## src/rtl/dds_pkg.sv

```systemverilog
// Shared defaults and helpers for the DDS phase accumulator.
// DDS_GLIDE_EN enables portamento in dds_phase_acc.
package dds_pkg;
   localparam int ACC_W_DEF       = 24;
   localparam int N_DEF           = 14;
   localparam int TUNE_W_DEF      = 16;
   localparam int DIV_DEF         = 256;
   localparam int GLIDE_SHIFT_DEF = 6;

   // Lowest accumulator bit that lands in the phase output.
   function automatic int phase_lsb(input int acc_w, input int n_w);
      return acc_w - n_w;
   endfunction
endpackage

```

## src/rtl/dds_tick_gen.sv

```systemverilog
// Sample-rate divider: registered one-cycle tick after count reaches DIV-1.
module dds_tick_gen import dds_pkg::*; #(
   parameter int DIV = DIV_DEF
) (
   input  logic clk,
   input  logic rst,
   output logic tick
);
   localparam int CW = (DIV > 1) ? $clog2(DIV) : 1;
   localparam logic [CW-1:0] LAST = CW'(DIV - 1);

   logic [CW-1:0] count;

   always_ff @(posedge clk) begin
      if (rst) begin
         count <= '0;
         tick  <= 1'b0;
      end else begin
         tick  <= (count == LAST);
         count <= (count == LAST) ? '0 : count + CW'(1);
      end
   end
endmodule

```

## src/rtl/dds_phase_acc.sv

```systemverilog
// DDS phase accumulator with tuning-word handshake, hard sync and wrap pulse.
// Define DDS_GLIDE_EN to slew inc toward the accepted word (portamento).
module dds_phase_acc import dds_pkg::*; #(
   parameter int ACC_W  = ACC_W_DEF,
   parameter int n      = N_DEF,
   parameter int TUNE_W = TUNE_W_DEF,
   parameter int DIV    = DIV_DEF
`ifdef DDS_GLIDE_EN
   , parameter int GLIDE_SHIFT = GLIDE_SHIFT_DEF
`endif
) (
   input  logic              clk,
   input  logic              rst,
   input  logic              en,
   input  logic [TUNE_W-1:0] tune,
   input  logic              tune_valid,
   output logic              tune_ready,
   input  logic              sync,
   output logic [n-1:0]      phase,
   output logic              wrap,
   output logic              tick
);
   localparam int PH_LO = phase_lsb(ACC_W, n);

   logic [ACC_W-1:0]  acc;
   logic [TUNE_W-1:0] inc;
   logic [TUNE_W-1:0] pend_word;
   logic              pend;
   logic [ACC_W:0]    sum;
   logic              accept;

   dds_tick_gen #(.DIV(DIV)) u_tick (.clk(clk), .rst(rst), .tick(tick));

   assign tune_ready = !pend;
   assign accept     = tune_valid && tune_ready;
   assign phase      = acc[ACC_W-1:PH_LO];
   // Extra top bit captures the carry that becomes the wrap pulse.
   assign sum        = {1'b0, acc} + {{(ACC_W + 1 - TUNE_W){1'b0}}, inc};

   always_ff @(posedge clk) begin
      if (rst) begin
         pend      <= 1'b0;
         pend_word <= '0;
      end else if (tick && pend) begin
         pend <= 1'b0;
      end else if (accept) begin
         pend      <= 1'b1;
         pend_word <= tune;
      end
   end

   always_ff @(posedge clk) begin
      if (rst) begin
         acc  <= '0;
         wrap <= 1'b0;
      end else begin
         wrap <= 1'b0;
         if (sync) begin
            acc <= '0;
         end else if (tick && en) begin
            acc  <= sum[ACC_W-1:0];
            wrap <= sum[ACC_W];
         end
      end
   end

`ifdef DDS_GLIDE_EN
   logic [TUNE_W-1:0] target;
   logic [TUNE_W-1:0] diff;
   logic [TUNE_W-1:0] step;
   logic [TUNE_W-1:0] inc_next;

   // step never exceeds diff, so inc lands on target without overshoot.
   always_comb begin
      diff     = (target > inc) ? target - inc : inc - target;
      step     = diff >> GLIDE_SHIFT;
      inc_next = inc;
      if (step == '0) step = TUNE_W'(1);
      if (target > inc)      inc_next = inc + step;
      else if (target < inc) inc_next = inc - step;
   end

   always_ff @(posedge clk) begin
      if (rst) begin
         target <= '0;
         inc    <= '0;
      end else if (tick) begin
         inc <= inc_next;
         if (pend) target <= pend_word;
      end
   end
`else
   always_ff @(posedge clk) begin
      if (rst)              inc <= '0;
      else if (tick && pend) inc <= pend_word;
   end
`endif
endmodule

```

## config.mk

```make
export PLATFORM = sky130hd
export DESIGN_NAME = dds_phase_acc
export DESIGN_NICKNAME = d
export VERILOG_FILES = /design/src/rtl/dds_pkg.sv /design/src/rtl/dds_tick_gen.sv /design/src/rtl/dds_phase_acc.sv
export SDC_FILE = /design/constraint.sdc
export NUM_CORES = 1
export LEC_CHECK = 0
export CAP_MARGIN = 20
export CELL_PAD_IN_SITES_DETAIL_PLACEMENT = 1
export CELL_PAD_IN_SITES_GLOBAL_PLACEMENT = 1
export CORE_MARGIN = 2
export CORE_UTILIZATION = 45
export DETAILED_ROUTE_END_ITERATION = 6
export PLACE_DENSITY = 0.95
export SETUP_SLACK_MARGIN = 0.4
export SYNTH_ARGS = -nofsm -noshare
export SYNTH_HDL_FRONTEND = slang
export SYNTH_SLANG_ARGS = --single-unit
```

## constraint.sdc

```tcl
create_clock -name clk -period 6.72 [get_ports clk]
set_input_delay 1.008 -clock clk [delete_from_list [all_inputs] [get_ports clk]]
set_output_delay 1.008 -clock clk [all_outputs]
set_load 0.05 [all_outputs]
```

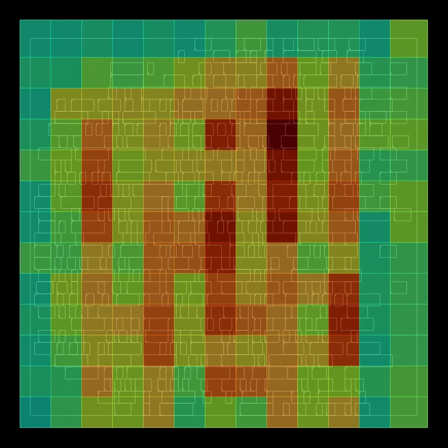
**Above:** run 1 (track usage over the die).
met1 usage: 0.2907
met2 usage: 0.4198
final design utilization: 0.5383

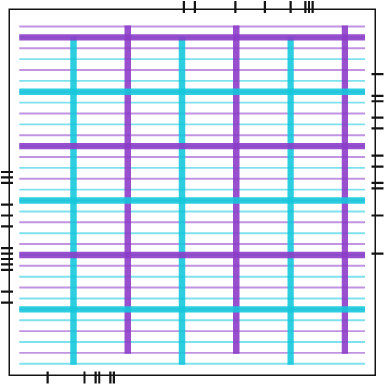
**Above:** run 1 (power grid).
Scale: 4 px per um. Pins as bars on the die edge.
- VDD: purple
- VSS: cyan
- signal pins: 38
- met5 straps: 6
- met4 straps: 6
- met1 rails: 32
chip width: 91.16 um
core area: 0.007292 mm2
Die H: 91.16 um
Peak VDD IR: 0.1744 mV

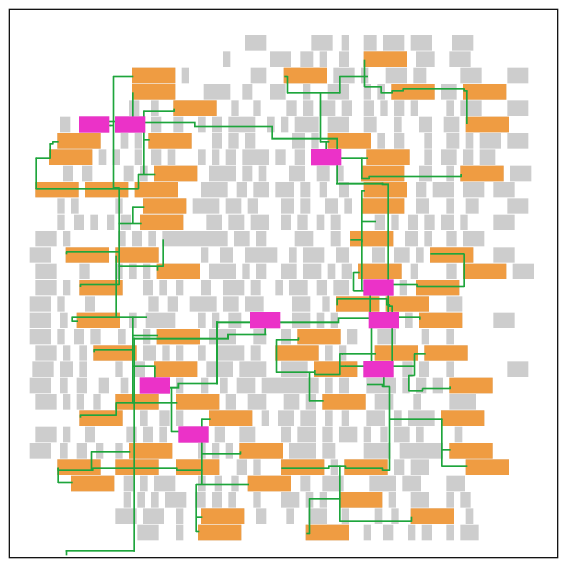
**Above:** run 1 (clock network drawn from the DEF).
Scale: 6 px per um.
- clock wires: green (length 860 um)
- flip-flops: orange (count 67)
- clock drivers: magenta (count 9)
- flops lie: widely spread
Power Clock: 0.339 mW
clk ins delay skew pair: 0.35 ns
clock power share: 0.430
clock skew: 0.01099 ns

==> run 1: how the worst max path moves through the flow <==
stage            from       to  slack, ns
4_1_cts           rst  acc[14]       3.92
6_report          rst  acc[14]       3.88
3_3_place_gp      rst  acc[14]       3.84
3_5_place_dp      rst  acc[14]       3.62
2_1_floorplan  acc[0]  acc[14]       4.43
5_1_grt           rst  acc[15]       3.76
==> run 1: where the power goes <==
part | internal (mW) | total (mW) | switching, mW
Sequential | 0.404 | 0.409 | 0.00477
Combinational | 0.0183 | 0.0399 | 0.0216
Clock | 0.190 | 0.339 | 0.149
==> run 1: registers in the layout, indices dropped and copies added (netlist names) <==
| signal | cells |
|---|---|
| pend_word | 16 |
| u_tick.count | 8 |
| u_tick.tick | 1 |
| inc | 16 |
| wrap | 1 |
| pend | 1 |
| acc | 24 |
==> run 1: synthesized netlist by cell type (all sizes together) <==
library cell	count
a211oi	5
ha	17
a221o	1
fa	1
a21boi	1
and3	6
a311oi	1
dfxtp	67
o31ai	1
o211a	1
a21o	9
o211ai	3
xor2	6
a21oi	53
o31a	1
nand2b	1
and2	5
mux2i	7
o21ai	17
nand2	110
nor2	24
nor3	7
xnor2	11
nand4	4
nand3	10
clkbuf	12
a221oi	1
buf	19
or3	9
nor2b	1
a211o	1
and4	3
inv	7
or2	1
a31oi	3
a32o	1
==> run 1: critical path: stages <==
cell and delay [ns]:
clkdlybuf4s50_1 0.42, buf_4 0.28, nor2_1 0.68, nand2_1 0.27, nor3_1 0.31, a221o_1 0.16
==> run 1: final cells by class <==
type	instances	area [um2]
clock inverters	2	35.03
well taps	99	123.9
inverters	7	26.28
repair buffers	38	377.9
fillers	932	3367
multi-input cells	322	1862
flip-flops and latches	67	1341
clock buffers	13	158.9
==> flow_summary_export.csv, run 1 <==
group,metric,value,unit
pwr,power.density,200.7,mW/mm2
setup_path,arrival,3.13,ns
grt,grt_use_total,0.2397,
drt,met1_length,4208,um
sta,fmax,0.3519,GHz
drt,vias_per_cell,5.679,
setup_path,path_class,"in2reg",
yosys,synth_flops,67,
sta,setup_tns,0,ns
sta,hold_viol_final,0,
setup_path,critPathCaptureType,"flop",
yosys,ys_top_logic_family,"simple AND/OR/NAND/NOR gates",
sta,setup_viol,0,
placement,placed_area,0.003731,mm2
grt,grt_max_degree,47,
final_layout,mostFrequentLayoutCells,"nand2_1 (110), dfxtp_1 (67), a21oi_1 (52), clkdlybuf4s50_1 (37), nor2_1 (24)",
yosys,synthCells,427,
cts,ctsHoldBuffers,0,
setup_path,worstRegToRegCells,8,
sta,worst_slew_pin_slew,0.9656,ns
yosys,syn_area,0.003418,mm2
cts,cts_buffers,9,
sta,rsz0062_at_grt,"no",
job,drv_cap,0,
drt,drt-initial-drc-count,127,
placement,numPortBuffers,37,
final_layout,antenna_cells,0,
sta,whs,0.4556,ns
drt,dr.pass1.iters,4,
yosys,xor_share,0.04356,
floorplanning,ios,38,
yosys,top_area_frac,0.3924,
cts,clk_pin_slew,0.07,ns
sta,fin_crit,2.842,ns
hold_path,hold_path_end,"inc[1]",
placement,dpl.hpwl,6762,um
cts,clock_sinks,67,
run_status,status,"complete, no violations",
drt,wl_met2,4516,um
drt,wl_per_cell,17.24,um
yosys,yosys.area.top_type,"dfxtp_1",
final_layout,final_cell_count_no_fill,548,
setup_path,start_kind,"input port",
job,tool_warnings,26,
placement,place_ws,3.624,ns
sta,finalCritPeriodShare,0.4229,
yosys,adder_share,0.06808,
drt,num_vias,3112,
final_layout,drive_above_1_share,0.06682,
yosys,synth-simple-area-share,0.2335,
drt,highest_layer,"met4",
cts,cts_root_buf,"clkbuf_8",
sta,maxSlewHeadroom,0.3550,
final_layout,postLayoutCellArea,0.003925,mm2
drt,ant_nets,0,
grt,antenna_found_initial,0,
placement,gp_congestion,0.8523,
grt,gr-total-overflow,0,
sta,report.final.slew_viol_count,0,
drt,routed_wl,9450,um
yosys,aoi_share,0.1790,
setup_path,r2r_slack,4.07,ns
final_layout,layout_top_cell,"nand2_1",
yosys,avgSynthCellArea,8.005,um2
yosys,ys_types,49,
setup_path,crit_path_max_fanout,46,
drt,drc_errors,0,
cts,cts_setup_buffers,0,
final_layout,num-nets-final,484,
yosys,topCellsByArea,"dfxtp_1 (39%), nand2_1 (12%), a21oi_1 (7.6%), ha_1 (6.2%), buf_4 (3.1%)",
setup_path,rr_startpoint,"acc[0]",
cts,cts_resized,0,
final_layout,syn_to_final_growth,14.82,%
grt,first_global_vias,3301,
floorplanning,fp-utilization,0.4688,
grt,grt_busiest_layer,"met2",
hold_path,hold_start,"pend_word[1]",
grt,met3_usage,0.04813,
hold_path,holdPathStages,2,
hold_path,hold_path_class,"reg2reg",
floorplanning,die_area,0.008309,mm2
yosys,ys_cells,427,
yosys,postSynthSeqShare,0.3924,
cts,h-tree-depth,3,
pwr,totalPowerFinal,0.7879,mW
cts,cts_buffer_depth,2,
grt,grt_pass1_wl,16100,um
floorplanning,rows,31,
sta,setup_slack,3.878,ns
placement,place_inst,533,
yosys,yosysWarnings,0,
yosys,syn_nets,466,
cts,cts_tree,"built",
pwr,power.leakage,1.502,nW
drt,met3_length,488,um
setup_path,r2r_end,"acc[14]",
==> run 2, diff against run 1 <==
--- a/config.mk
+++ b/config.mk
@@ -9,9 +9,9 @@
 export CELL_PAD_IN_SITES_DETAIL_PLACEMENT = 1
 export CELL_PAD_IN_SITES_GLOBAL_PLACEMENT = 1
 export CORE_MARGIN = 2
-export CORE_UTILIZATION = 45
+export CORE_UTILIZATION = 38
 export DETAILED_ROUTE_END_ITERATION = 6
-export PLACE_DENSITY = 0.95
+export PLACE_DENSITY = 0.88
 export SETUP_SLACK_MARGIN = 0.4
 export SYNTH_ARGS = -nofsm -noshare
 export SYNTH_HDL_FRONTEND = slang
==> constraint.sdc (replaced) <==
create_clock -name clk -period 2.25 [get_ports clk]
set_input_delay 0.3375 -clock clk [delete_from_list [all_inputs] [get_ports clk]]
set_output_delay 0.3375 -clock clk [all_outputs]
set_load 0.05 [all_outputs]
==> run 2 against run 1 <==
The run now ends with negative setup slack left. Die size grew 18%. Cell count grew 6.0%. Setup slack lost 3.9 ns. Register-to-register slack lost 4.1 ns. Largest cell class unchanged.
==> flow_summary_export.csv, run 2 <==
group,metric,value,unit
run_status,status,"complete, but fails checks",
run_status,violations,"negative setup slack",
setup_path,r2r_slack,-0.06,ns
floorplanning,die_area,0.009770,mm2
grt,gr-total-overflow,0,
yosys,top_cell,"nand2_1",
sta,setup_slack,-0.05606,ns
cts,clock_sinks,67,
final_layout,postLayoutCellArea,0.004262,mm2
yosys,topCellsByArea,"dfxtp_1 (39%), nand2_1 (12%), a21oi_1 (7.6%), ha_1 (6.2%), buf_4 (3.1%)",
pwr,swShare,0.2499,
sta,report.final.slew_viol_count,0,
final_layout,num-nets-final,507,
hold_path,hold_path_class,"reg2reg",
sta,maxSlewHeadroom,0.6175,
placement,place_ws,-0.07158,ns
pwr,p_switching,0.5576,mW
final_layout,buf_share,0.1254,
yosys,edf_count,0,
yosys,synth_flops,67,
drt,ant_nets,0,
grt,grt_busiest_layer,"met2",
final_layout,top_register,"acc",
final_layout,nClkBuffers,11,
setup_path,crit_path_end,"acc[14]",
placement,placed_area,0.003876,mm2
pwr,power.density,523.7,mW/mm2
yosys,synthCells,427,
placement,gp_congestion,0.8613,
sta,fin_crit,2.306,ns
hold_path,hold_start,"pend_word[9]",
final_layout,logic_area,0.002049,mm2
floorplanning,rows,34,
sta,fmax,0.4336,GHz
yosys,avgSynthCellArea,8.005,um2
final_layout,mostFrequentLayoutCells,"nand2_1 (109), dfxtp_1 (63), a21oi_1 (47), buf_4 (23), nor2_1 (22)",
floorplanning,fp.dieW,98.85,um
final_layout,largest_reg_flops,24,
sta,setup_viol,1,
final_layout,top_regs,"acc x24, inc x16, pend_word x16",
yosys,syn_area,0.003418,mm2
pwr,power.leakage,1.706,nW
cts,clk_pin_slew,0.08,ns
final_layout,antenna_cells,0,
cts,cts_buffer_depth,2,
floorplanning,fp.coreArea,0.008721,mm2
yosys,yosysWarnings,0,
drt,drc_errors,0,
grt,grt_max_degree,31,
grt,use_met1,0.2429,
yosys,ys_async_sr_fraction,0,
setup_path,worstRegToRegCells,8,
sta,worst_slew_pin_slew,0.5738,ns
floorplanning,fp-utilization,0.3920,
hold_path,holdPathStages,2,
setup_path,critPathLaunch,"inc[0]",
cts,cts_root_buf,"clkbuf_8",
placement,dpl.hpwl,6538,um
cts,h-tree-depth,3,
final_layout,flops,67,
job,tool_warnings,29,
yosys,netlist_top_cells_count,"nand2_1 (110), dfxtp_1 (67), a21oi_1 (52), nor2_1 (24)",
floorplanning,ios,38,
yosys,syn_nets,466,
final_layout,comb_cells,322,
setup_path,start_kind,"flop",
run 2: cells by family after synthesis:
logic type	after synthesis	share of synthesized area
simple gates	181	0.2335
compound gates	99	0.1790
flops	67	0.3924
buf+inv	38	0.06296
fa+ha+maj	18	0.06808
xor+xnor	17	0.04356
mux	7	0.02050
run 2: layer usage:
layer	up-vias	wire length (um)	part of all wire
met5	-	0	0
met4	0	299	0.030
met3	25	387	0.039
met2	80	4960	0.50
met1	1530	4364	0.44
li1	1539	-	-
run 2: worst max-delay path, cell delays in order, from the launching register on:
cell      delay (ns)
dfxtp_2         0.34
ha_4            0.16
fa_2            0.35
a21o_4          0.23
a221oi_4        0.28
a311oi_4        0.17
a211oi_2        0.27
nor3_1          0.13
a221o_1         0.28
run 2: power groups by stage:
stage               Clock [mW]  Combinational, mW  Sequential, mW
finish                   0.885              0.126            1.22
detailed placement           0              0.128            1.25
global route             0.953              0.139            1.22
global placement             0              0.124            1.25
floorplan                    0             0.0688            1.24
CTS                      0.902              0.127            1.22
run 2: metrics by stage:
step / total power [mW] / setup TNS (ns) / util / instances / hold WS (ns)
after CTS: 2.250 / 0 / 0.4762 / 578 / 0.4515
after detailed placement: 1.376 / -0.1510 / 0.4445 / 555 / 0.4434
final: 2.232 / -0.05606 / 0.4887 / 581 / 0.4550
after global routing: 2.315 / -0.1872 / 0.4887 / 581 / 0.4809
after global placement: 1.371 / -0.01148 / 0.4445 / 555 / 0.4301
after floorplan: 1.313 / 0 / - / 427 / 0.4175
run 2: what timing repair did:
action | in CTS | in global routing
gates cloned | 0 | 0
hold buffers | 0 | 0
pin swaps | 15 | 10
resized | 34 | 24
setup buffers | 7 | 3
setup endpoints to repair | 33 | 19
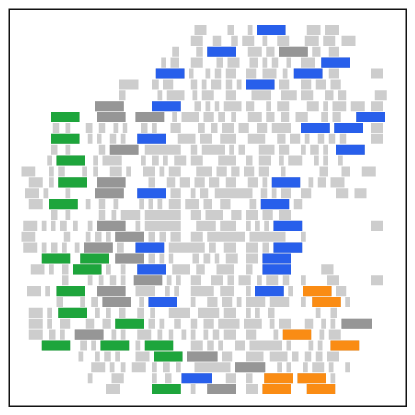
**Above:** run 2 (sequential cells coloured by netlist name).
Scale: 4 px per um. Other sequential cells in the stronger grey, the rest of the logic in the fainter grey.
- `u_tick.count`: orange (placed flops 8; where south-east)
- `acc`: blue (placed flops 24)
- `pend_word`: green (placed flops 16)
Seq/total area: 0.3159
final design utilization: 0.4887

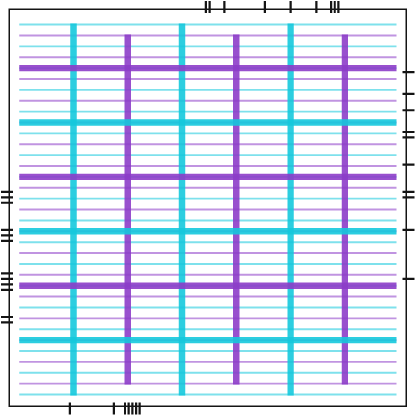
**Above:** run 2 (power grid).
Scale: 4 px per um. Pins as bars on the die edge.
- VDD: purple
- VSS: cyan
- rows: 34
- met1 rails: 35
- signal pins: 38
- met5 straps: 6
- met4 straps: 6

Power figures rest on the tool's default switching activity, not on a simulated workload.
